Run 1, metal 1:
Supply wires on this layer in grey.
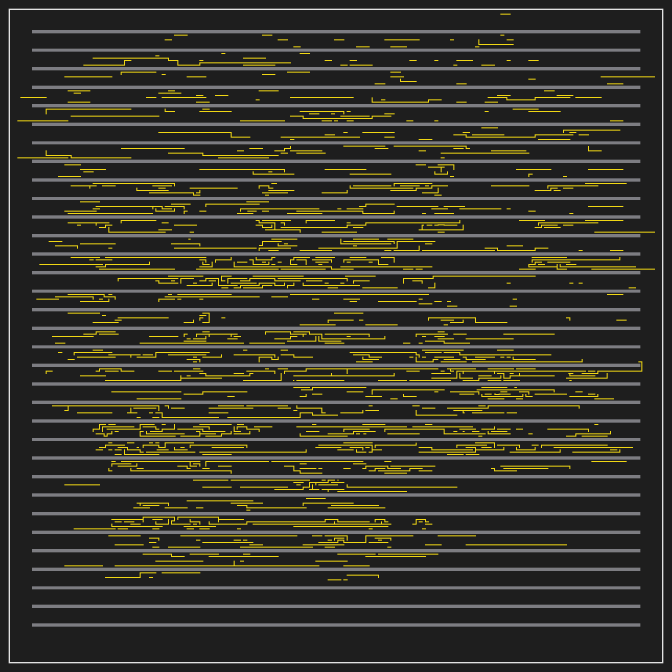
Run 1, wires at chosen ports, followed through buffers:
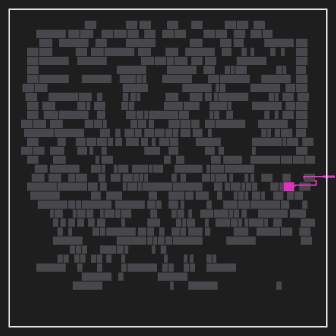
Run 1, placement by cell class:
Scale bar: 20 microns. Fill, decap, tap and diode cells in grey.
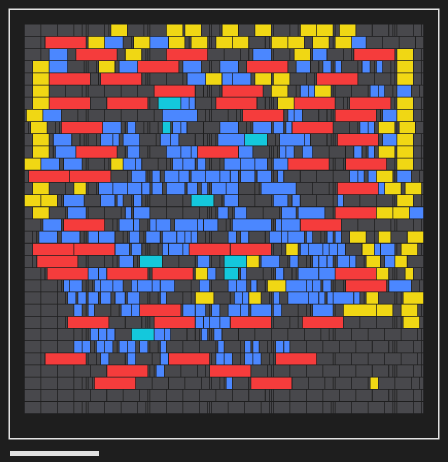
## src/rtl/stream_xor_stage.sv

```systemverilog
// Stream XOR stage: XORs each accepted byte with the external keystream generator
// output, re-seeding the generator once per length-delimited frame.
module stream_xor_stage #(
    parameter int LEN_W = 16
) (
    input  logic             clk,
    input  logic             rst_n,
    input  logic             start,
    input  logic [7:0]       seed,
    input  logic [LEN_W-1:0] frame_len,
    input  logic             abort,
    input  logic             in_valid,
    input  logic [7:0]       in_data,
    output logic             in_ready,
    output logic             out_valid,
    output logic [7:0]       out_data,
    output logic             out_last,
    input  logic             out_ready,
    output logic             prng_load,
    output logic [7:0]       prng_seed,
    output logic             prng_step,
    input  logic [7:0]       prng_value,
    output logic             busy,
    output logic             done
);

    typedef enum logic [1:0] {
        IDLE  = 2'd0,
        LOAD  = 2'd1,
        RUN   = 2'd2,
        FLUSH = 2'd3
    } state_t;

    state_t           state_q;
    logic [7:0]       seed_q;
    logic [LEN_W-1:0] len_q;
    logic [LEN_W-1:0] count_q;
    logic             out_valid_q;
    logic [7:0]       out_data_q;
    logic             out_last_q;
    logic             done_q;

    logic accept;
    logic last_byte;
    logic abort_act;

    assign abort_act = abort && (state_q != IDLE);

    // in_ready never looks at in_valid or abort; abort only gates the internal accept.
    assign in_ready  = (state_q == RUN) && (!out_valid_q || out_ready);
    assign accept    = in_valid && in_ready && !abort;
    assign last_byte = (count_q == (len_q - LEN_W'(1)));

    assign prng_load = (state_q == LOAD);
    assign prng_seed = seed_q;
    assign prng_step = accept;

    assign out_valid = out_valid_q;
    assign out_data  = out_data_q;
    assign out_last  = out_last_q;
    assign busy      = (state_q != IDLE);
    assign done      = done_q;

    always_ff @(posedge clk or negedge rst_n) begin
        if (!rst_n) begin
            state_q     <= IDLE;
            seed_q      <= 8'h00;
            len_q       <= '0;
            count_q     <= '0;
            out_valid_q <= 1'b0;
            out_data_q  <= 8'h00;
            out_last_q  <= 1'b0;
            done_q      <= 1'b0;
        end else begin
            done_q <= 1'b0;
            if (abort_act) begin
                state_q     <= IDLE;
                out_valid_q <= 1'b0;
                out_last_q  <= 1'b0;
                count_q     <= '0;
            end else begin
                case (state_q)
                    IDLE: begin
                        if (start && (frame_len != '0)) begin
                            seed_q  <= seed;
                            len_q   <= frame_len;
                            count_q <= '0;
                            state_q <= LOAD;
                        end
                    end
                    LOAD: begin
                        state_q <= RUN;
                    end
                    RUN: begin
                        if (accept) begin
                            out_data_q  <= in_data ^ prng_value;
                            out_valid_q <= 1'b1;
                            out_last_q  <= last_byte;
                            count_q     <= count_q + LEN_W'(1);
                            if (last_byte) begin
                                state_q <= FLUSH;
                            end
                        end else if (out_ready) begin
                            out_valid_q <= 1'b0;
                            out_last_q  <= 1'b0;
                        end
                    end
                    FLUSH: begin
                        // The final byte is still in the output register; done follows its handshake.
                        if (out_valid_q && out_ready) begin
                            out_valid_q <= 1'b0;
                            out_last_q  <= 1'b0;
                            done_q      <= 1'b1;
                            state_q     <= IDLE;
                        end
                    end
                    default: begin
                        state_q <= IDLE;
                    end
                endcase
            end
        end
    end

endmodule

```

## config.mk

```make
export PLATFORM = sky130hd
export DESIGN_NAME = stream_xor_stage
export DESIGN_NICKNAME = d
export VERILOG_FILES = /design/src/rtl/stream_xor_stage.sv
export SDC_FILE = /design/constraint.sdc
export NUM_CORES = 1
export LEC_CHECK = 0
export CORE_MARGIN = 3
export CORE_UTILIZATION = 38
export DETAILED_ROUTE_END_ITERATION = 10
export PLACE_DENSITY = 0.62
export SETUP_SLACK_MARGIN = 0.4
export SYNTH_ARGS = -nofsm -noshare
export SYNTH_HDL_FRONTEND = slang
export SYNTH_SLANG_ARGS = --single-unit
export TNS_END_PERCENT = 100
```

## constraint.sdc

```tcl
create_clock -name clk -period 3.1 [get_ports clk]
set_clock_uncertainty 0.2 [all_clocks]
set_input_delay 0.775 -clock clk [delete_from_list [all_inputs] [get_ports clk]]
set_output_delay 0.775 -clock clk [all_outputs]
set_load 0.02 [all_outputs]
```

==> reports/metrics.cfg, run 1 <==
[run_status]
status=finished clean

[final_timing]
post-route-period-util=0.8480
whs_ns=0.2754
hold_viol=0
worst_slew_pin_slew_ns=0.6203
setup_tns_ns=0
rsz0062_at_grt=true
finalSetupViolCount=0
period_needed_ns=2.629
max_freq_ghz=0.3804
drv_slew=0
relSlewSlack=0.5865

[global_routing]
grt_pass1_vias=2437
grt_pass1_wl_mm=11.45
grt_start_max_net_pins=29
overflow=0
grtUsageTotal=0.1549
antenna_found_initial=0

[power]
peakVddDrop_mv=0.4517
power_mw=3.298
powerDensity_mw_per_mm2=808.4
p_leak_nw=1.694

[run]
warnings=31
maxCapViolCount=0

[finish]
finish.net_count=445
final_util=0.5251
fill_cells=721
drive_above_1_share=0.1675
antenna_cells=0
area_growth_syn_to_layout_pct=33.55
final_area_sq_mm=0.004079

[critical_path]
crit_fanout=2
arrival_ns=1.65
start_kind=input port
startpoint=abort
setup.worst_path.class=in -> out
r2r-start=len_q[0]$_DFFE_PN0P_
required_ns=2.12
cp-end-kind=primary output

[detailed_routing]
drc_errors=0
dr.pass1.iters=4
wl_per_cell_microns=14.29
vias_per_cell=5.302
initialDrtViolationCount=80
antenna_left=0

[logic_synthesis]
ys_seq_frac=0.4342
yosysMostFrequentCell=dfrtp_1
synthCells=317
synthesis.area_sq_mm=0.003054
area_leaders=dfrtp_1, mux2_2, o21ai_0
ys_warn_count=0
synth_flops=53
ys_types=49
yosys-top-cells-count=dfrtp_1, o21ai_0, nand2_1
synth-edff-count=0
synth_nets=369
postSynth.asyncResetShare=1.000
syn_area_per_cell_sq_um=9.635
synthFlopType=dfrtp_1
post-synth-top-area-cell=dfrtp_1
top_area_frac=0.4342
ys_chip_area_sq_mm=0.003054
yosys_cells=317

[floorplan]
coreArea_sq_mm=0.007767
row_count=32
fp-utilization=0.3932
die_height_microns=95.65
die_width_microns=95.65
die-area_sq_mm=0.009149
ioPinCount=69

[placed_design]
port-buffer-count=68
hpwlAfterDp_mm=5.299
gp_congestion=0.8327
placed_cell_area_sq_mm=0.003902

[min_path]
hold_path_class=in -> async

[clock_network]
path_clk_slew_ns=0.09
cts_sinks=53
cts_buffers=5
cts_tree=yes
root_buffer=clkbuf_8
htreeDepth=2
cts_setup_buffers=0
clockBufferDepth=2
clock_latency_ns=0.30

Back to the opening pictures, 'metal 1':
388 nets have wire on it. The layer carries 3290 microns of wire.
Via Count: 2630
WL final: 7.090 mm
met1 usage: 0.2191

Back to the opening pictures, 'wires at chosen ports, followed through buffers':
Key: in_valid = magenta [direction input, end cells 1, buffers 1, wire 17.6 microns]

Back to the opening pictures, 'placement by cell class':
Key: sequential cells = red [cells 53]; remaining buffers and delay cells = yellow [cells 81]; clock drivers and dummy loads = cyan [cells 8]; remaining logic cells = blue [cells 252]

## run 1: through the flow
stage	cells	worst slack (ns)
2_1_floorplan	317	0.6890
3_3_place_gp	486	-0.02210
3_5_place_dp	486	-0.06478
4_1_cts	494	0.3638
5_1_grt	496	0.3651
6_report	496	0.4712
## run 1: repair_timing
action                     in CTS  in global routing
pin swaps                       0                  4
resized                        13                 18
gates cloned                    0                  2
setup endpoints to repair       9                 41
hold buffers                    0                  0
## run 1: path summary, 6_finish.rpt
path / cells past startpoint / slack [ns] / end
setup / recovery: 4 / 0.47 / prng_step
hold / removal: 1 / 0.28 / state_q[0]$_DFFE_PN0P_
setup reg to reg: 9 / 0.58 / state_q[1]$_DFFE_PN0P_
hold reg to reg: 2 / 0.29 / out_data[7]$_DFFE_PN0P_
max in group asynchronous: 2 / 1.85 / len_q[7]$_DFFE_PN0P_
min in group clk: 2 / 0.29 / out_data[7]$_DFFE_PN0P_
## run 1: where the power goes
part / leakage [nW] / total [mW] / internal, mW / switching, mW
Sequential: 0.674 / 1.18 / 0.927 / 0.254
Clock: 0.0512 / 0.409 / 0.182 / 0.228
Combinational: 0.969 / 1.71 / 0.828 / 0.879
## run 1: flip-flops by register name, indices dropped and copies added (netlist names)
name	cells
count_q	16
len_q	16
out_data	8
prng_seed	8
state_q	2
done	1
out_last	1
out_valid	1
## run 1: layout by cell type, fill, tap and decap left out, types with 2 or more instances in the layout
master / instances
clkdlybuf4s50_1: 63
dfrtp_1: 53
o21ai_0: 39
nand2_1: 33
mux2_2: 21
nor2_1: 20
xnor2_1: 17
nand3_1: 14
buf_4: 11
o31ai_1: 9
inv_1: 8
xor2_1: 8
a21oi_1: 7
a31oi_1: 7
and3_1: 6
clkbuf_8: 6
nand4_1: 5
mux2i_1: 5
ha_1: 5
nor4_1: 3
nor2b_1: 3
and2_1: 2
nand4b_1: 2
nor4_2: 2
nor3_1: 2
nor3b_1: 2
nor4_4: 2
a31o_2: 2
or2b_2: 2
o21ai_1: 2
buf_6: 2
buf_2: 2
## run 1: worst max-delay path, stage by stage
cell,delay (ns)
clkdlybuf4s50_1,0.43
nand4b_1,0.21
inv_1,0.10
buf_4,0.14
## run 1: final cells by class
| cell class | instances | area, sq um | area share |
|---|---|---|---|
| Multi-Input combinational cell | 244 | 1712 | 0.4196 |
| Tap cell | 102 | 127.6 | 0.03129 |
| Inverter | 8 | 30.03 | 0.007362 |
| Sequential cell | 53 | 1326 | 0.3252 |
| Timing Repair Buffer | 81 | 787.0 | 0.1929 |
| Clock buffer | 6 | 82.58 | 0.02025 |
| Clock inverter | 2 | 13.76 | 0.003374 |
## run 1: metal layers
layer / routed length, microns / track usage / up-vias / share of wire
li1: - / - / 1292 / -
met1: 3285 / 0.2191 / 1264 / 0.46
met2: 3351 / 0.2501 / 69 / 0.47
met3: 408 / 0.02684 / 5 / 0.058
met4: 44 / 0.02962 / 0 / 0.0062
met5: 0 / 0 / - / 0
## run 1: logic make-up after synthesis
group           count (synthesis)  share of synthesized area
mux                            27                    0.09832
fa+ha+maj                       6                    0.02458
simple gates                  111                     0.1991
xor+xnor                       25                    0.07169
flops                          53                     0.4342
buf+inv                        20                    0.02622
compound gates                 75                     0.1458
==> run 2: changes to the inputs <==
==> constraint.sdc (replaced) <==
create_clock -name clk -period 2.6 [get_ports clk]
set_clock_uncertainty 0.2 [all_clocks]
set_input_delay 0.65 -clock clk [delete_from_list [all_inputs] [get_ports clk]]
set_output_delay 0.65 -clock clk [all_outputs]
set_load 0.02 [all_outputs]
Run 2, placement by cell class:
Scale bar: 20 microns. Fill, decap, tap and diode cells in grey.
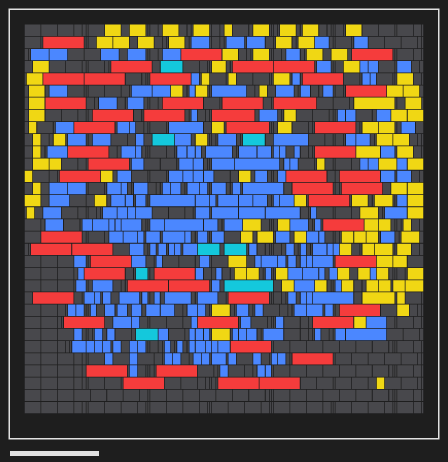
Key: sequential cells = red [cells 53]; clock drivers and dummy loads = cyan [cells 8]; remaining buffers and delay cells = yellow [cells 113]; remaining logic cells = blue [cells 252]
design area: 0.004546 sq mm
Core Area: 0.007767 sq mm
Seq area share: 0.2926
final core occ: 0.5852

Run 2, metal 1:
Supply wires on this layer in grey.
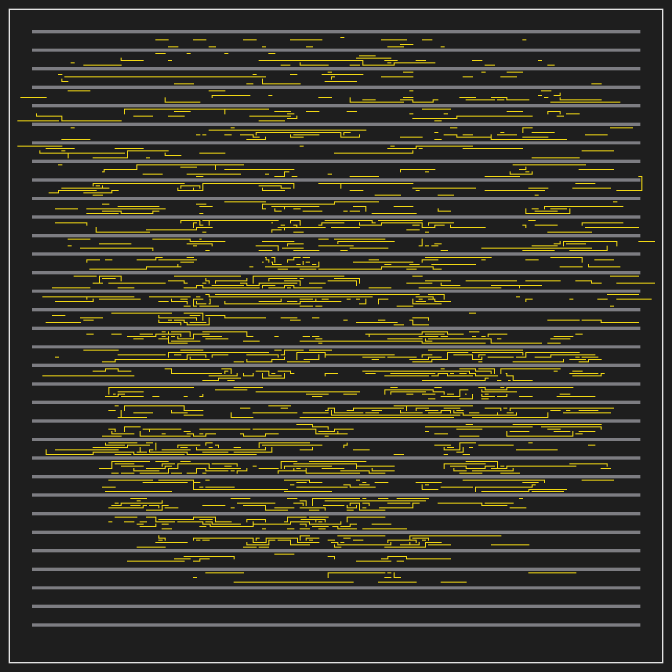
The layer holds 45% of the routed length. The wires run mostly horizontal. The layer carries 3520 microns of wire. The longest straight run is 29.9 microns.

Run 2, cell density map:
10 x 10 tiles, from white (low) to dark blue (high), 0 to 100% covered.
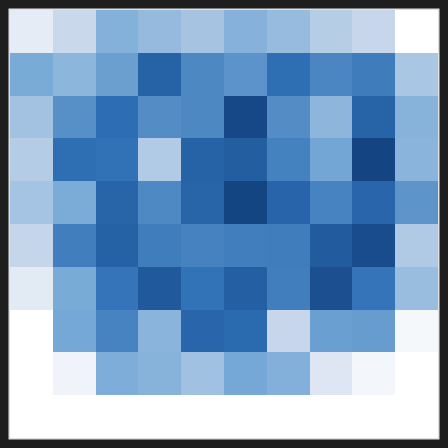
The mean over all tiles is 48%. 14% of the tiles are nearly empty. The fullest tile reaches 92%. The densest ninth of the die: centre. 20% of the tiles are over 75% full.
Initial Utilization: 0.3932

==> run 2 against run 1 <==
Effect of this change:
- synthesized cell count unchanged
- design area up 11%
- routed wire length increased by 10%
- sequential share of layout area decreased by 3.3 points
- area after synthesis unchanged
- sequential power up 22%
- die size unchanged
- cell count is 6.5% higher
- combinational power increased by 42%
- clock-buffer cell count did not move
- register-to-register slack got worse by 0.29 ns
- sequential cell count unchanged
- largest cell class unchanged
==> reports/metrics.cfg, run 2 <==
[run_status]
status=finished clean  ; unchanged

[critical_path]
required_ns=2.60  ; was 2.12 ns
path_depth=9  ; was 4
arrival_ns=2.31  ; was 1.65 ns
crit_slowest_cell=or4b_4  ; was clkdlybuf4s50_1
cp_num_buf_inv=1  ; was 3
cp_cell_sequence=inv_2 -> ha_4 -> or4b_4 -> nand4bb_4 -> nand2_1 -> and3_1 -> o311ai_1 -> o21ai_1 -> o211ai_1  ; was clkdlybuf4s50_1 -> nand4b_1 -> inv_1 -> buf_4
max_stage_delay_ns=0.46  ; was 0.43 ns
start_kind=flop  ; was input port
cp-end-kind=flop  ; was primary output
startpoint=len_q[0]$_DFFE_PN0P_  ; was abort
r2r-start=len_q[0]$_DFFE_PN0P_  ; unchanged
r2r_end=state_q[1]$_DFFE_PN0P_  ; unchanged
setup.worst_path.class=reg -> reg  ; was in -> out
crit_fanout=3  ; was 2
crit_family=simple AND/OR/NAND/NOR gates  ; was buffers and inverters
crit_path_end=state_q[1]$_DFFE_PN0P_  ; was prng_step
rrSetupSlack_ns=0.29  ; was 0.58 ns
ff2ff_path_depth=9  ; unchanged

[global_routing]
antenna_found_initial=0  ; unchanged
grt_pass1_vias=2549  ; was 2437
overflow=0  ; unchanged
grt_pass1_wl_mm=12.47  ; was 11.45 mm
grtUsageTotal=0.1737  ; was 0.1549
grt_start_max_net_pins=31  ; was 29

[final_timing]
whs_ns=0.1175  ; was 0.2754 ns
hold_viol=0  ; unchanged
max_freq_ghz=0.4323
post-route-period-util=0.8897
drv_slew=0  ; unchanged
worst_slew_pin_slew_ns=0.5867  ; was 0.6203 ns
rsz0062_at_grt=true  ; unchanged
period_needed_ns=2.313
relSlewSlack=0.6088  ; was 0.5865
finalSetupViolCount=0  ; unchanged

[clock_network]
root_buffer=clkbuf_8  ; unchanged
cts_sinks=53  ; unchanged
hold_buffers=0  ; unchanged
cts_buffers=5  ; unchanged
clock_latency_ns=0.32  ; was 0.30 ns
cts_tree=yes  ; unchanged
path_clk_slew_ns=0.10  ; was 0.09 ns
htreeDepth=2  ; unchanged
clockBufferDepth=2  ; unchanged

[finish]
largestRegisters=count_q (16), len_q (16)  ; unchanged
finish.net_count=477  ; was 445
mostFrequentLayoutCell=dfrtp_1  ; was clkdlybuf4s50_1
drive_above_1_share=0.3521  ; was 0.1675
final_cell_mix=dfrtp_1, clkdlybuf4s50_1, buf_4, nand2_1, o21ai_0  ; was clkdlybuf4s50_1, dfrtp_1, o21ai_0, nand2_1, mux2_2
area_growth_syn_to_layout_pct=48.83  ; was 33.55%
antenna_cells=0  ; unchanged
fill_cells=684  ; was 721

[logic_synthesis]
top_area_frac=0.4342  ; unchanged
synthCells=317  ; unchanged
yosys_cells=317  ; unchanged
post-synth-top-area-cell=dfrtp_1  ; unchanged
synth_flops=53  ; unchanged
area_leaders=dfrtp_1, mux2_2, o21ai_0  ; unchanged
synth_nets=369  ; unchanged
ys_types=49  ; unchanged
postSynth.asyncResetShare=1.000  ; unchanged
synth-edff-count=0  ; unchanged
synthFlopType=dfrtp_1  ; unchanged
yosys-top-cells-count=dfrtp_1, o21ai_0, nand2_1  ; unchanged
ys_seq_frac=0.4342  ; unchanged
ys_warn_count=0  ; unchanged
synthesis.area_sq_mm=0.003054  ; unchanged
yosysMostFrequentCell=dfrtp_1  ; unchanged
ys_chip_area_sq_mm=0.003054  ; unchanged
syn_area_per_cell_sq_um=9.635  ; unchanged

[placed_design]
hpwlAfterDp_mm=5.439  ; was 5.299 mm
gp_congestion=0.7988  ; was 0.8327
port-buffer-count=68  ; unchanged
placed_cell_area_sq_mm=0.004011  ; was 0.003902 sq mm

[detailed_routing]
dr.pass1.iters=4  ; unchanged
vias=2793  ; was 2630
wl_per_cell_microns=14.81  ; was 14.29 microns
initialDrtViolationCount=129  ; was 80
antenna_left=0  ; unchanged
drc_errors=0  ; unchanged
wirelength_mm=7.819  ; was 7.090 mm
vias_per_cell=5.290  ; was 5.302

[floorplan]
die-area_sq_mm=0.009149  ; unchanged
die_width_microns=95.65  ; unchanged
row_count=32  ; unchanged
ioPinCount=69  ; unchanged
die_height_microns=95.65  ; unchanged

[power]
peakVddDrop_mv=0.4503  ; was 0.4517 mV
power_frac_clock=0.134  ; was 0.124
powerDensity_mw_per_mm2=984.5  ; was 808.4 mW/mm^2
p_comb_frac=0.544  ; was 0.518
pwr-share-seq=0.322  ; was 0.358
p_int_mw=2.667  ; was 1.937 mW
p_sw_mw=1.808  ; was 1.361 mW
swShare=0.4040  ; was 0.4127
p_leak_nw=1.939  ; was 1.694 nW

[run]
warnings=31  ; unchanged
maxCapViolCount=0  ; unchanged

[min_path]
hold_path_class=in -> async  ; unchanged

-- run 2: cell counts after synthesis --
Identical to the previous run, type by type.
-- run 2: worst min path at each step --
stage,slack (ns),endpoint,depth (start not counted),from
floorplan,0.15,count_q[0]$_DFFE_PN0P_,0,rst_n
global placement,0.27,out_data[1]$_DFFE_PN0P_,2,out_data[1]$_DFFE_PN0P_
detailed placement,0.28,out_data[7]$_DFFE_PN0P_,2,out_data[7]$_DFFE_PN0P_
CTS,0.14,state_q[1]$_DFFE_PN0P_,1,rst_n
global route,0.15,state_q[0]$_DFFE_PN0P_,1,rst_n
finish,0.12,count_q[1]$_DFFE_PN0P_,1,rst_n
-- run 2: stage by stage --
step                setup slack, ns  setup TNS [ns]  power, mW  std cells
detailed placement          -0.3727          -14.28      3.423        497
floorplan                    0.4017               0      2.685        317
finish                       0.2868               0      4.475        528
global placement            -0.4624          -18.24      3.393        497
CTS                          0.2889               0      4.299        523
global route                 0.1658               0      4.801        528
-- run 2: cell families after synthesis --
family,after synthesis,share of synthesized area
flops,53,0.4342
mux,27,0.09832
buf+inv,20,0.02622
simple gates,111,0.1991
compound gates,75,0.1458
fa+ha+maj,6,0.02458
xor+xnor,25,0.07169
-- run 2: area by class of cell --
| class | instances | area (sq um) | share of cell area |
|---|---|---|---|
| Clock buffer | 6 | 82.58 | 0.01817 |
| Timing Repair Buffer | 113 | 1012 | 0.2227 |
| Sequential cell | 53 | 1330 | 0.2926 |
| Clock inverter | 2 | 37.54 | 0.008258 |
| Multi-Input combinational cell | 244 | 1926 | 0.4236 |
| Tap cell | 102 | 127.6 | 0.02808 |
| Inverter | 8 | 30.03 | 0.006606 |
-- run 2: worst reg2reg max path, stage by stage, from the launching register on --
cell and delay [ns]:
dfrtp_1 0.42, inv_2 0.09, ha_4 0.13, or4b_4 0.46
nand4bb_4 0.23, nand2_1 0.08, and3_1 0.15, o311ai_1 0.09
o21ai_1 0.23, o211ai_1 0.12
-- run 2: power groups by stage --
| stage | Clock, mW | Sequential [mW] | Combinational (mW) |
|---|---|---|---|
| after CTS | 0.610 | 1.41 | 2.28 |
| after detailed placement | 0 | 1.43 | 1.99 |
| after global routing | 0.650 | 1.49 | 2.66 |
| after floorplan | 0 | 1.52 | 1.17 |
| after global placement | 0 | 1.43 | 1.97 |
| final | 0.601 | 1.44 | 2.43 |
-- run 2: what timing repair did --
action                                  4_1_cts  5_1_grt
cloned                                        2        1
pin swaps                                    20       24
endpoints found under the setup margin       48       52
resized                                      79       68
setup buffers                                16        4
-- run 2: metal layers --
metal  part of all wire  wire length (microns)  GRT usage  vias to the layer above
met1               0.45                   3515     0.2434                     1347
li1                   -                      -          -                     1357
met2               0.47                   3687     0.2710                       79
met5                  0                      0          0                        -
met4              0.016                    126    0.05213                        0
met3              0.063                    489    0.03394                       10
Power is estimated from default activity; no workload was simulated.
